==> run_1/m1.png <==
The bar under the picture is 50 um long. Supply wires on this layer in grey.
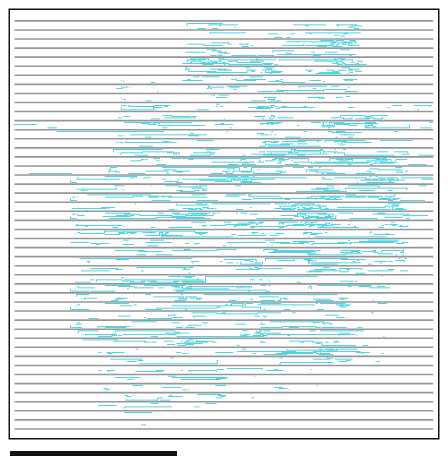
==> run_1/congestion_map.png <==
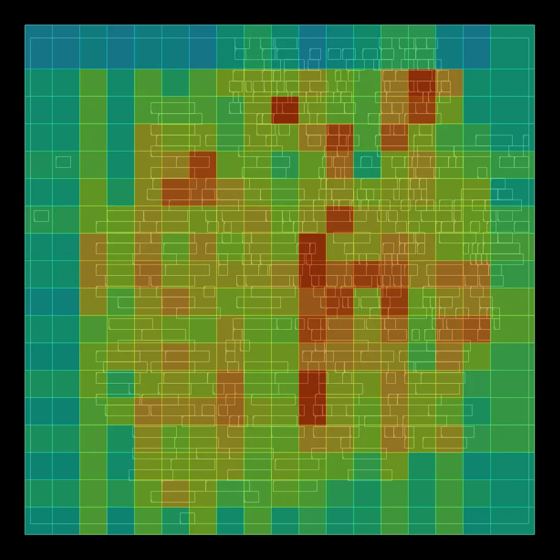
==> run_1/m3.png <==
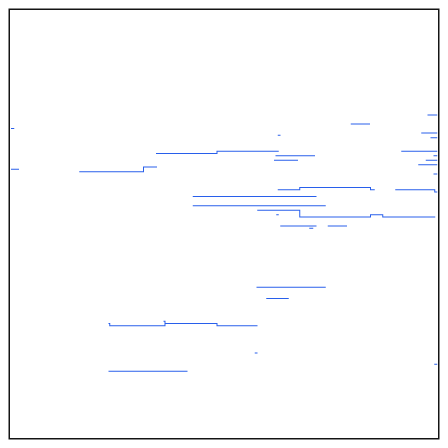
$ cat src/rtl/viterbi_pkg.sv
// viterbi_pkg: shared definitions for the 4-state (K=3, rate-1/2) Viterbi decoder.
//   NUM_STATES / STATE_W : trellis size and state-index width
//   PM_W                 : default path-metric width
//   vtb_state_e          : traceback FSM states
//   pred_state()         : survivor predecessor of state s given that step's decision bits
package viterbi_pkg;

   localparam int unsigned NUM_STATES = 4;
   localparam int unsigned STATE_W    = 2;
   localparam int unsigned PM_W       = 4;

   typedef enum logic [1:0] {
      StWrite,
      StTrace,
      StOutput
   } vtb_state_e;

   // s[1] is the newest input bit, so the predecessor shifts s[0] up and
   // takes the state's own decision bit as the older bit.
   function automatic logic [STATE_W-1:0] pred_state(input logic [STATE_W-1:0]    s,
                                                      input logic [NUM_STATES-1:0] d);
      return {s[0], d[s]};
   endfunction

endpackage

$ cat src/rtl/pm_argmin4.sv
// pm_argmin4: combinational index of the smallest of four unsigned path metrics.
//   pm_i   : packed metrics, pm_k = pm_i[PM_W*k +: PM_W]
//   best_o : index of the minimum; ties resolve to the lowest index
module pm_argmin4 #(
   parameter int unsigned PM_W = 4
) (
   input  logic [4*PM_W-1:0] pm_i,
   output logic [1:0]        best_o
);
   import viterbi_pkg::*;

   logic [PM_W-1:0] pm [NUM_STATES];
   logic [1:0]      lo_idx;
   logic [1:0]      hi_idx;

   for (genvar i = 0; i < NUM_STATES; i++) begin : g_unpack
      assign pm[i] = pm_i[PM_W*i +: PM_W];
   end

   // Strict less-than at every level keeps the lower index on ties.
   assign lo_idx = (pm[1] < pm[0]) ? 2'd1 : 2'd0;
   assign hi_idx = (pm[3] < pm[2]) ? 2'd3 : 2'd2;
   assign best_o = (pm[hi_idx] < pm[lo_idx]) ? hi_idx : lo_idx;

endmodule

$ cat src/rtl/viterbi_traceback.sv
// viterbi_traceback: survivor memory and traceback for the 4-state Viterbi decoder.
//   clock, reset      : rising-edge clock, asynchronous active-high reset
//   dec_valid_i       : ACS decision vector valid
//   dec_bits_i        : one decision bit per state
//   dec_last_i        : final trellis step of the frame
//   final_pm_i        : final path metrics, sampled with the accepted last step
//   dec_ready_o       : decisions accepted (WRITE state)
//   bit_valid_o/bit_out_o/bit_last_o/bit_ready_i : decoded-bit stream, transmission order
//   overrun_o         : pulse when a decision vector arrived while not ready (dropped)
module viterbi_traceback #(
   parameter int unsigned FRAME_LEN = 16,
   parameter int unsigned PM_W      = 4
) (
   input  logic              clock,
   input  logic              reset,
   input  logic              dec_valid_i,
   input  logic [3:0]        dec_bits_i,
   input  logic              dec_last_i,
   input  logic [4*PM_W-1:0] final_pm_i,
   output logic              dec_ready_o,
   output logic              bit_valid_o,
   output logic              bit_out_o,
   output logic              bit_last_o,
   input  logic              bit_ready_i,
   output logic              overrun_o
);
   import viterbi_pkg::*;

   localparam int unsigned PTR_W = $clog2(FRAME_LEN);
   typedef logic [PTR_W-1:0] ptr_t;
   localparam ptr_t PTR_MAX = ptr_t'(FRAME_LEN - 1);

   vtb_state_e         state_q, state_d;
   // One pointer serves as write, trace and read index in turn.
   ptr_t               ptr_q, ptr_d;
   ptr_t               ptr_inc;
   ptr_t               last_q, last_d;
   logic [STATE_W-1:0] cur_q, cur_d;
   logic [STATE_W-1:0] best;
   logic               bit_valid_q, bit_valid_d;
   logic               bit_out_q, bit_out_d;
   logic               bit_last_q, bit_last_d;
   logic               overrun_q, overrun_d;
   logic               mem_we, lifo_we;

   logic [NUM_STATES-1:0] mem_q [FRAME_LEN];
   logic [FRAME_LEN-1:0]  lifo_q;

   pm_argmin4 #(.PM_W(PM_W)) u_argmin (
      .pm_i   (final_pm_i),
      .best_o (best)
   );

   assign ptr_inc = ptr_q + 1'b1;

   always_comb begin
      state_d     = state_q;
      ptr_d       = ptr_q;
      last_d      = last_q;
      cur_d       = cur_q;
      bit_valid_d = bit_valid_q;
      bit_out_d   = bit_out_q;
      bit_last_d  = bit_last_q;
      overrun_d   = dec_valid_i & (state_q != StWrite);
      mem_we      = 1'b0;
      lifo_we     = 1'b0;
      case (state_q)
         StWrite: begin
            if (dec_valid_i) begin
               mem_we = 1'b1;
               if (dec_last_i || (ptr_q == PTR_MAX)) begin
                  // Pointer stays on the last step: traceback starts there.
                  last_d  = ptr_q;
                  cur_d   = best;
                  state_d = StTrace;
               end else begin
                  ptr_d = ptr_inc;
               end
            end
         end
         StTrace: begin
            lifo_we = 1'b1;
            cur_d   = pred_state(cur_q, mem_q[ptr_q]);
            if (ptr_q == '0) begin
               state_d     = StOutput;
               bit_valid_d = 1'b1;
               bit_out_d   = cur_q[1];
               bit_last_d  = (last_q == '0);
            end else begin
               ptr_d = ptr_q - 1'b1;
            end
         end
         StOutput: begin
            if (bit_ready_i) begin
               if (ptr_q == last_q) begin
                  state_d     = StWrite;
                  ptr_d       = '0;
                  bit_valid_d = 1'b0;
                  bit_out_d   = 1'b0;
                  bit_last_d  = 1'b0;
               end else begin
                  ptr_d      = ptr_inc;
                  bit_out_d  = lifo_q[ptr_inc];
                  bit_last_d = (ptr_inc == last_q);
               end
            end
         end
         default: state_d = StWrite;
      endcase
   end

   always_ff @(posedge clock or posedge reset) begin
      if (reset) begin
         state_q     <= StWrite;
         ptr_q       <= '0;
         last_q      <= '0;
         cur_q       <= '0;
         bit_valid_q <= 1'b0;
         bit_out_q   <= 1'b0;
         bit_last_q  <= 1'b0;
         overrun_q   <= 1'b0;
      end else begin
         state_q     <= state_d;
         ptr_q       <= ptr_d;
         last_q      <= last_d;
         cur_q       <= cur_d;
         bit_valid_q <= bit_valid_d;
         bit_out_q   <= bit_out_d;
         bit_last_q  <= bit_last_d;
         overrun_q   <= overrun_d;
      end
   end

   // Storage arrays carry no reset; the pointers alone define their contents.
   always_ff @(posedge clock) begin
      if (mem_we) begin
         mem_q[ptr_q] <= dec_bits_i;
      end
      if (lifo_we) begin
         lifo_q[ptr_q] <= cur_q[1];
      end
   end

   assign dec_ready_o = (state_q == StWrite);
   assign bit_valid_o = bit_valid_q;
   assign bit_out_o   = bit_out_q;
   assign bit_last_o  = bit_last_q;
   assign overrun_o   = overrun_q;

endmodule

$ cat config.mk
export PLATFORM = sky130hd
export DESIGN_NAME = viterbi_traceback
export DESIGN_NICKNAME = d
export VERILOG_FILES = /design/src/rtl/viterbi_pkg.sv /design/src/rtl/pm_argmin4.sv /design/src/rtl/viterbi_traceback.sv
export SDC_FILE = /design/constraint.sdc
export NUM_CORES = 1
export LEC_CHECK = 0
export ABC_AREA = 0
export CAP_MARGIN = 20
export CORE_UTILIZATION = 30
export DETAILED_ROUTE_END_ITERATION = 16
export HOLD_SLACK_MARGIN = 0.06
export PLACE_DENSITY = 0.54
export SYNTH_ARGS = -nofsm -noshare
export SYNTH_HDL_FRONTEND = slang
export SYNTH_HIERARCHICAL = 1
export SYNTH_SLANG_ARGS = --single-unit
$ cat constraint.sdc
create_clock -name clock -period 2.5 [get_ports clock]
set_input_delay 0.25 -clock clock [delete_from_list [all_inputs] [get_ports clock]]
set_output_delay 0.25 -clock clock [all_outputs]
set_load 0.05 [all_outputs]
==> run_results.csv, run 1 <==
group,metric,value,unit
timing,finalHoldViolations,0,
synth,common_cells,"edfxtp_1, and3_1, ha_1",
placement,place.gp.congestion,0.8394,
synth,fa_ha_area_frac,0.05483,
timing,tightest_slew,0.6310,ns
clock_tree,cts_buffers,9,
placement,dp_hpwl,7550,um
clock_tree,clock.latency.late_pin,0.35,ns
drt,drcViolationCount,0,
setup_path,cp_num_cells,15,
power_and_ir_drop,p_comb_frac,0.422,
placement,dp_slack,-1.013,ns
layout,area.combinational,2014,um^2
flow_run,max-cap-violations,0,
synth,xor_share,0.01645,
floorplanning,rows,45,
drt,wl_met1,4651,um
floorplanning,boundaryPins,30,
timing,timing.fmax,0.3833,GHz
synth,syn_area,4792,um^2
layout,regArea,2804,um^2
layout,stdcell_count,631,
setup_path,cp_data_arrival_time,2.84,ns
power_and_ir_drop,finalPower,0.006066,W
clock_tree,clockRootBuffer,"clkbuf_16",
setup_path,critPathLaunchType,"input pin",
power_and_ir_drop,clkPwrFrac,0.219,
synth,yosysChipArea,4792,um^2
layout,n_antenna_cell,0,
drt,highest_layer,"met4",
synth,async_reset_ff_frac,0.1667,
synth,flop_cell,"edfxtp_1",
clock_tree,cts_tree,"done",
power_and_ir_drop,power_leader,"combinational cells",
power_and_ir_drop,seq-power,0.00217,W
setup_path,slowest_stage,"mux2_4",
global_routing,antenna_found_initial,0,
synth,ys_top_logic_family,"simple AND/OR/NAND/NOR gates",
synth,yosys_cells,348,
power_and_ir_drop,p_clk,0.00133,W
power_and_ir_drop,p_comb,0.00256,W
layout,finalNetCount,461,
floorplanning,initCoreUtil,0.3118,
global_routing,use_met2,0.2296,
clock_tree,clock_path_buffers,2,
synth,syn_avg_cell_area,13.77,um^2
clock_tree,cts_resized,45,
synth,ys_seq_share,0.5849,
layout,logic_gate_count,216,
power_and_ir_drop,seqPwrFrac,0.358,
synth,synth_cell_types,49,
power_and_ir_drop,p_leak,2.362,nW
floorplanning,die_x,128.4,um
layout,top_regs,"mem_q (64), lifo_q (16)",
setup_path,worst-path-buf-inv,2,
power_and_ir_drop,switching_share,0.3683,
synth,yosysMostFrequentCell,"edfxtp_1",
timing,whs,0.2832,ns
setup_path,cpPeakStageDelay,0.33,ns
outcome,violations,"setup timing",
worst_hold_path,hp-class,"in -> async",
timing,tns,-0.1092,ns
timing,setup_slack,-0.1092,ns
timing,relSlewSlack,0.5789,
timing,final_max_slew_viol_count,0,
global_routing,grt_pass1_vias,3166,
setup_path,rr_startpoint,"ptr_q[1]",
outcome,run_status,"finished, violations left",
synth,top_area_cell,"edfxtp_1",
floorplanning,fp.coreArea,15370,um^2
setup_path,worstPathCellList,"buf_8 > ha_4 > a21o_1 > a21o_1 > a21oi_4 > mux2_4 > ha_4 > buf_4 > a21o_1 > a21oi_2 > nor2_1 > a211o_1 > nor3b_2 > a311oi_2 > o31ai_1",
floorplanning,die-area,16480,um^2
timing,setup_viol,1,
global_routing,grt_pass1_wl,17020,um
Notes on m1.png above:
share of all routed wire: 45%
longest straight run: 40.0 um
nets with wire on the layer: 433
wire length on this layer: 4650 um
main direction: horizontal
Total Wirelength: 10360 um
grt met1 use: 0.1787
routed via count: 3046

Notes on congestion_map.png above:
met3 GRT Util: 0.03534
drt wl/cell: 16.42 um
global-route usage over all layers: 0.1380

Notes on m3.png above:
longest straight run: 39.6 um
nets with wire on the layer: 22
share of all routed wire: 4.0%

==> run 2, diff against run 1 <==
Settings changed: ABC_AREA 0 to 1, CORE_UTILIZATION 30 to 54, PLACE_DENSITY 0.54 to 0.82.
==> run_2/congestion_map.png <==
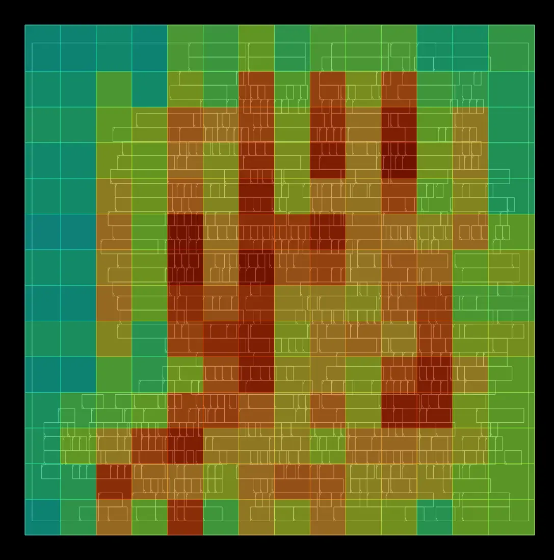
met3 GRT Util: 0.03972
Util after Layout: 0.6347
Most Crowded Layer GR: met2

==> run 2 against run 1 <==
Net effect: the flow now finishes without violations; power down 1.1%; sequential power hardly changed; register-to-register slack improved by 0.10 ns; critical path type unchanged; utilization increased by 24 points; routed wire length increased by 1.5%; largest cell class unchanged; first-iteration DRC count rose by 56%.
==> run_results.csv, run 2 <==
group,metric,value,unit
synth,xor_share,0.02082,
global_routing,overflow,0,
clock_tree,cts_resized,0,
layout,stdcell_count,682,
flow_run,max-cap-violations,0,
timing,final_max_slew_viol_count,0,
clock_tree,cts_tree,"done",
layout,fillers,694,
layout,finalNetCount,615,
power_and_ir_drop,p_comb,0.00286,W
timing,whs,0.2530,ns
setup_path,cp_num_cells,19,
power_and_ir_drop,clkPwrFrac,0.156,
setup_path,cp_data_arrival_time,2.59,ns
layout,top_register,"mem_q",
drt,dr.pass1.iters,5,
layout,logic_gate_count,342,
synth,yosysChipArea,5047,um^2
clock_tree,clock.latency.late_pin,0.36,ns
global_routing,grt_usage,0.2347,
drt,via_per_inst,5.559,
power_and_ir_drop,seqPwrFrac,0.367,
drt,wl_met1,4097,um
power_and_ir_drop,switching_share,0.4498,
clock_tree,clockRootBuffer,"clkbuf_8",
setup_path,worst-path-buf-inv,3,
power_and_ir_drop,power_leader,"combinational cells",
timing,timing.fmax,0.4300,GHz
setup_path,slowest_stage,"clkdlybuf4s50_1",
timing,relSlewSlack,0.5521,
synth,yosys_cells,533,
setup_path,critPathLaunchType,"input pin",
floorplanning,die_x,98.68,um
layout,n_antenna_cell,0,
layout,synthToLayoutAreaGrowth,11.80,%
power_and_ir_drop,p_leak,2.379,nW
setup_path,rr_startpoint,"state_q[0]",
floorplanning,initCoreUtil,0.5677,
timing,min_period,2.326,ns
synth,syn_avg_cell_area,9.470,um^2
timing,tightest_slew,0.6697,ns
clock_tree,clock_path_buffers,2,
power_and_ir_drop,seq-power,0.00220,W
layout,area.combinational,1834,um^2
synth,fa_ha_area_frac,0.05206,
drt,wirelength,10520,um
synth,yosysMostFrequentCell,"nand2_1",
floorplanning,rows,34,
layout,top_regs,"mem_q (64), lifo_q (16)",
placement,dp_hpwl,7521,um
setup_path,cpPeakStageDelay,0.49,ns
drt,num_vias,3791,
worst_hold_path,hp-class,"in -> async",
timing,tns,0,ns
power_and_ir_drop,p_comb_frac,0.477,
drt,met3_length,807,um
synth,async_reset_ff_frac,0.1667,
drt,wl_per_cell,15.42,um
power_and_ir_drop,finalPower,0.005998,W
outcome,run_status,"finished clean",
placement,dp_slack,-0.1823,ns
timing,setup_slack,0.1744,ns
floorplanning,die-area,9738,um^2
global_routing,grt_use_met1,0.2925,
placement,place.gp.congestion,0.8939,
synth,syn_area,5047,um^2
synth,top_area_cell,"edfxtp_1",
timing,setup_viol,0,
drt,highest_layer,"met4",
floorplanning,fp.coreArea,8891,um^2
synth,common_cells,"nand2_1, edfxtp_1, inv_1",
clock_tree,post_cts_buffers,0,
timing,finalHoldViolations,0,
global_routing,grt_pass1_vias,3748,
drt,drcViolationCount,0,
global_routing,antenna_found_initial,0,
==> run_2/m3.png <==
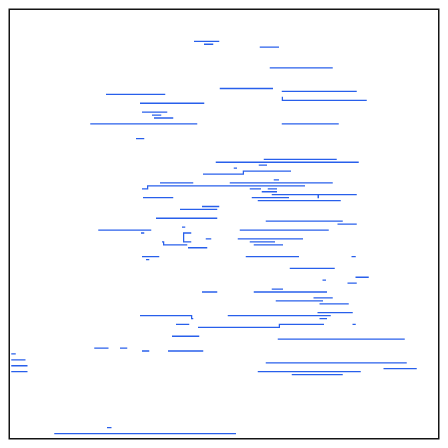
nets with wire on the layer: 58
main direction: horizontal
share of all routed wire: 7.7%

No activity file was given, so power comes from the tool's default toggle rates.
